<file path="src/rtl/program_counter_if.sv">
// program_counter_if: next-PC select/target in, current_PC and PC_Plus_4 out; master drives select/target, slave drives addresses
interface program_counter_if #(parameter int WIDTH = 32);
  logic             PCSrc;
  logic [WIDTH-1:0] Result;
  logic [WIDTH-1:0] current_PC;
  logic [WIDTH-1:0] PC_Plus_4;
  modport master(output PCSrc, Result, input current_PC, PC_Plus_4);
  modport slave(input PCSrc, Result, output current_PC, PC_Plus_4);
endinterface

</file>
<file path="src/rtl/program_counter.sv">
// program_counter: PC register (CLK, sync active-high Reset; pc.slave: PCSrc/Result in, current_PC/PC_Plus_4 out) loading Result or current_PC+INCREMENT
module program_counter #(
  parameter int               WIDTH        = 32,
  parameter logic [WIDTH-1:0] RESET_VECTOR = '0,
  parameter int               INCREMENT    = 4
) (
  input logic              CLK,
  input logic              Reset,
  program_counter_if.slave pc
);
  assign pc.PC_Plus_4 = pc.current_PC + WIDTH'(INCREMENT);
  always_ff @(posedge CLK)
    pc.current_PC <= Reset ? RESET_VECTOR : pc.PCSrc ? pc.Result : pc.PC_Plus_4;
endmodule

</file>
<file path="src/flat_wrapper.sv">
// flat-port wrapper written by rule: the top's interface ports become plain ports
module program_counter_flat 
#(
  parameter int               WIDTH        = 32,
  parameter logic [WIDTH-1:0] RESET_VECTOR = '0,
  parameter int               INCREMENT    = 4
)
  (CLK, Reset, pc_PCSrc, pc_Result, pc_current_PC, pc_PC_Plus_4);
  program_counter_if #(.WIDTH(WIDTH)) pc_i ();
  input logic CLK;
  input logic Reset;
  input wire logic [$bits(pc_i.PCSrc)-1:0] pc_PCSrc;
  input wire logic [$bits(pc_i.Result)-1:0] pc_Result;
  output wire logic [$bits(pc_i.current_PC)-1:0] pc_current_PC;
  output wire logic [$bits(pc_i.PC_Plus_4)-1:0] pc_PC_Plus_4;
  assign pc_i.PCSrc = pc_PCSrc;
  assign pc_i.Result = pc_Result;
  assign pc_current_PC = pc_i.current_PC;
  assign pc_PC_Plus_4 = pc_i.PC_Plus_4;
  program_counter #(.WIDTH(WIDTH), .RESET_VECTOR(RESET_VECTOR), .INCREMENT(INCREMENT)) u_core (.CLK(CLK), .Reset(Reset), .pc(pc_i));
endmodule
</file>
<file path="config.mk">
export PLATFORM = sky130hd
export DESIGN_NAME = program_counter_flat
export DESIGN_NICKNAME = d
export VERILOG_FILES = /design/src/rtl/program_counter_if.sv /design/src/rtl/program_counter.sv /design/src/flat_wrapper.sv
export SDC_FILE = /design/constraint.sdc
export NUM_CORES = 1
export LEC_CHECK = 0
export ABC_AREA = 0
export CAP_MARGIN = 30
export CORE_MARGIN = 5
export CORE_UTILIZATION = 37
export CTS_BUF_LIST = sky130_fd_sc_hd__clkbuf_2
export DETAILED_ROUTE_END_ITERATION = 10
export GPL_ROUTABILITY_DRIVEN = 0
export PLACE_DENSITY = 0.79
export SLEW_MARGIN = 30
export SYNTH_ARGS = -nofsm -noshare
export SYNTH_HDL_FRONTEND = slang
export SYNTH_SLANG_ARGS = --single-unit
</file>
<file path="constraint.sdc">
create_clock -name CLK -period 2.5 [get_ports CLK]
set_clock_uncertainty 0.15 [all_clocks]
set_input_delay 0.5 -clock CLK [delete_from_list [all_inputs] [get_ports CLK]]
set_output_delay 0.5 -clock CLK [all_outputs]
set_load 0.005 [all_outputs]
</file>
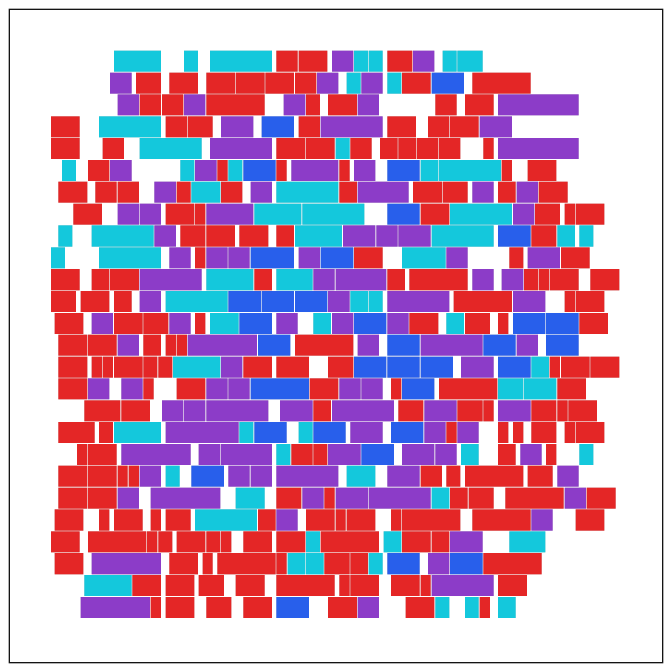
Fig. 1. Cell sizes after repair.
- purple: _3 and _4 cells (cells 103; share 25%)
- blue: _6 and larger (cells 33; share 8.1%)
- cyan: _2 cells (cells 64; share 16%)
- red: _0 and _1 cells (cells 205; share 51%)
Finished Cell Area: 0.004055 mm^2
fin worst setup slack: -0.5391 ns
Non-CTS buffers: 190
synthesis-to-finish area growth: 116.4%

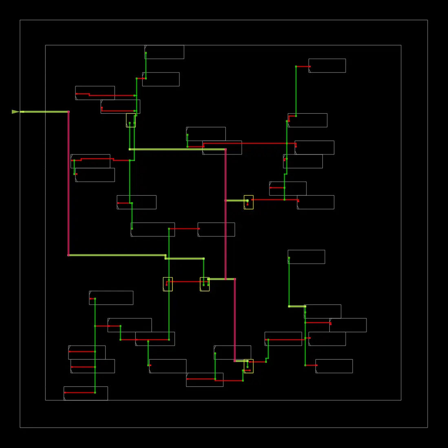
Fig. 2. Clock routing.
Clock Latency Late Sink: 0.37 ns
CTS Buf Count: 5
Power Clock: 0.000227 W

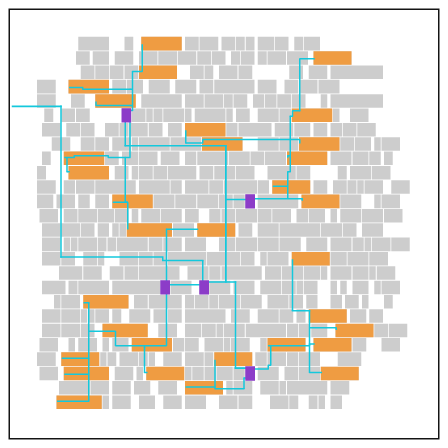
Fig. 3. Routed clock nets over the placement.
- purple: clock drivers (count 5)
- orange: flip-flops (count 32)
- cyan: clock wires (length 464 um)
- routed clock nets: 6
Clk pwr share: 17.8%

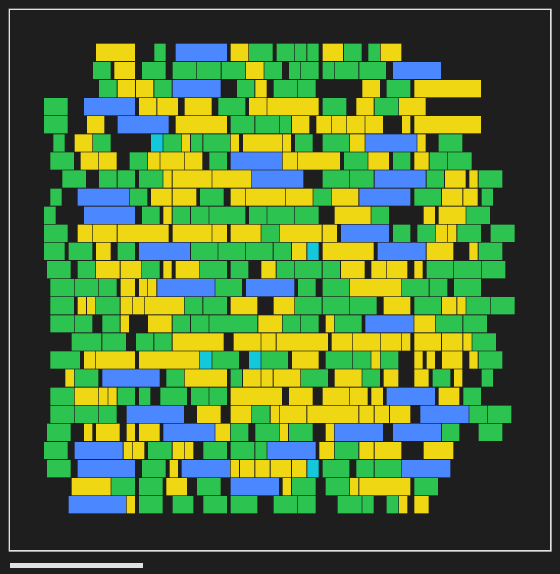
Fig. 4. Placed cells, one color a class.
The bar under the picture is 20 um long.
- cyan: clock drivers (cells 5; share of their area 0.63%)
- yellow: combinational and other logic (cells 178; share of their area 39%)
- blue: flops (cells 32; share of their area 17%)
- green: other buffers and delay cells (cells 190; share of their area 43%)
Placeable Area: 0.005010 mm^2
row cnt: 26

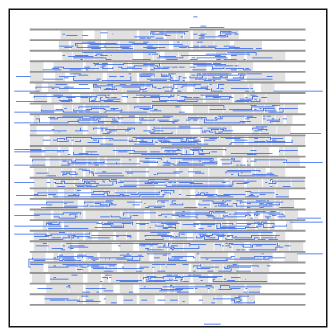
Fig. 5. The metal 1 layer.
Supply wires on this layer in gray. Cells faint in the background.
- wire length on this layer: 3370 um
- nets with wire on the layer: 407
- main direction: horizontal
- longest straight run: 24.8 um
- share of all routed wire: 38%
met1 GRT Util: 27.65%
Vias: 2603
Post-Route WL: 8948 um

==> results.sh <==
# source this file to load flow results
export IMPL_endpoint_kind="output port"
export IMPL_xor_area_share_pct=7.009
export IMPL_fin_nets=443
export IMPL_synth_area_mux_share_pct=1.602
export IMPL_leakage_nw=1.819
export IMPL_drt_iter0_markers=127
export IMPL_synth_stat_cells=225
export IMPL_fp_nets=261
export IMPL_hpwl_um=4876
export IMPL_num_antenna_cells=0
export IMPL_largest_register="u_core.pc.current_PC"
export IMPL_clock_path_buffers=2
export IMPL_maxSlewHeadroom_pct=68.25
export IMPL_crit_type="flop to output port"
export IMPL_critPathMostFrequentCell="buf_4"
export IMPL_cts_max_level=2
export IMPL_min_period_ns=3.039
export IMPL_final_setup_worst_slack_ns=-0.5391
export IMPL_hold_viol=0
export IMPL_internal_power_w=0.0008791
export IMPL_final_core_util_pct=80.94
export IMPL_via_per_inst=5.480
export IMPL_antenna_found_initial=0
export IMPL_critPathRequiredTime_ns=1.85
export IMPL_final_common_cell="clkdlybuf4s50_1"
export IMPL_tightestPinTransition_ns=0.4758
export IMPL_ys_sh_aoi_pct=21.16
export IMPL_clkTransAtPathRegs_ns=0.16
export IMPL_ys_types=41
export IMPL_seqPwrFrac_pct=45.7
export IMPL_fin_cells=475
export IMPL_top_logic_kind="simple AND/OR/NAND/NOR gates"
export IMPL_die_w_um=81.18
export IMPL_ant_nets=0
export IMPL_die_area_mm2=0.006589
export IMPL_post_route_period_util_pct=121.6
export IMPL_yosys_stat_area_mm2=0.001874
export IMPL_wl_per_cell_um=18.84
export IMPL_powerDensity_mw_per_mm2=314.5
export IMPL_syn_area_mm2=0.001874
export IMPL_hold_class="flop to flop"
export IMPL_slowest_delay_ns=0.51
export IMPL_largest_register_ff_count=32
export IMPL_mostFrequentLayoutCells="70 x clkdlybuf4s50_1, 64 x buf_4, 31 x buf_6"
export IMPL_p_comb_share_pct=36.5
export IMPL_p_sw_share_pct=31.06
export IMPL_portBuffers=98
export IMPL_rsz0062_at_grt="yes"
export IMPL_cts_sinks=32
export IMPL_worstPathMaxFanout=5
export IMPL_power_switching_w=0.0003960
export IMPL_edf_count=0
export IMPL_critPathArrivalTime_ns=2.39
export IMPL_warnings=28
export IMPL_dr_pass1_iters=4
export IMPL_tritoncts="done"
export IMPL_violations="negative setup slack"
export IMPL_drive_gt1_share_pct=49.38
export IMPL_grt_max_degree=27
export IMPL_finalSetupViolCount=19
export IMPL_yosys_warnings=0
export IMPL_avgSynthCellArea_um2=8.330
export IMPL_synth_adder_area_share_pct=0.6676
export IMPL_slowest_stage="or4_4"
export IMPL_status="complete, but fails checks"
==> area by class of cell <==
class	count	area, um^2
well taps	70	87.58
multi-input cells	171	1533
fillers	304	954.7
inverters	7	26.28
repair buffers	190	1709
flip-flops and latches	32	674.4
clock buffers	5	25.02
==> cells by family (layout without fill, tap and decap cells) <==
logic type	after synthesis	after routing
adder cells (fa/ha/maj)	1	1
multiplexers	3	3
flip-flops	32	32
AND-OR/OR-AND	51	51
buffers and inverters	22	202
AND/OR/NAND/NOR	101	101
XOR/XNOR	15	15
==> layer usage <==
metal | part of all wire, % | vias to the layer above | GRT usage, % | routed length [um]
li1 | - | 1202 | - | -
met1 | 38 | 1244 | 27.65 | 3372
met2 | 52 | 128 | 42.94 | 4629
met3 | 7.0 | 29 | 6.319 | 625
met4 | 3.6 | 0 | 12.84 | 320
met5 | 0 | - | 0 | 0
==> metrics by stage <==
step / worst slack [ns] / hold WS [ns]
after floorplan: 0.03240 / 0.3589
after global placement: -0.3385 / 0.3502
after detailed placement: -0.3816 / 0.3625
after CTS: -0.5401 / 0.3978
after global routing: -0.6228 / 0.4180
final: -0.5391 / 0.4018
==> timing repair <==
item / in CTS / in global routing
hold buffers: 0 / 0
endpoints found under the setup margin: 26 / 28
gates cloned: 1 / 0
setup buffers: 38 / 10
hold endpoints to repair: 0 / 0
pin swaps: 35 / 31
gates resized: 169 / 58
==> worst paths after layout <==
| path | start | end | slack (ns) | depth (start not counted) |
|---|---|---|---|---|
| worst max-delay path | u_core.pc.current_PC[2] | pc_PC_Plus_4[27] | -0.54 | 8 |
| worst min-delay path | u_core.pc.current_PC[0] | u_core.pc.current_PC[0] | 0.40 | 2 |
| worst max register to register | u_core.pc.current_PC[2] | u_core.pc.current_PC[31] | -0.27 | 15 |
| worst min register to register | u_core.pc.current_PC[0] | u_core.pc.current_PC[0] | 0.40 | 2 |
==> power groups by stage <==
stage	clock, W	sequential [W]	combinational [W]
2_1_floorplan	0	0.000603	0.000111
3_3_place_gp	0	0.000583	0.000397
3_5_place_dp	0	0.000586	0.000400
4_1_cts	0.000227	0.000578	0.000423
5_1_grt	0.000251	0.000587	0.000497
6_report	0.000227	0.000583	0.000465
==> worst max-delay path, delay by kind of cell, from the launching register on <==
kind / cells / cell delay (ns)
DFF: 1 / 0.40
and+or+nand+nor: 3 / 0.69
buffers and inverters: 4 / 0.56
AOI/OAI and AO/OA: 1 / 0.36
==> synth_stat cells, types with 5 or more instances <==
cell	instances	area share (%)
a311oi_1	12	5.6
nand2_1	28	5.6
nand3_1	7	1.9
o31ai_1	7	2.8
or4_1	8	3.2
nand4_1	8	2.7
clkbuf_1	8	1.6
inv_1	6	1.2
xor2_1	8	3.7
xnor2_1	7	3.3
o21a_1	16	6.4
nor4_1	5	1.7
nor2_1	19	3.8
dfxtp_1	32	34
No activity file was given, so power comes from the tool's default toggle rates.
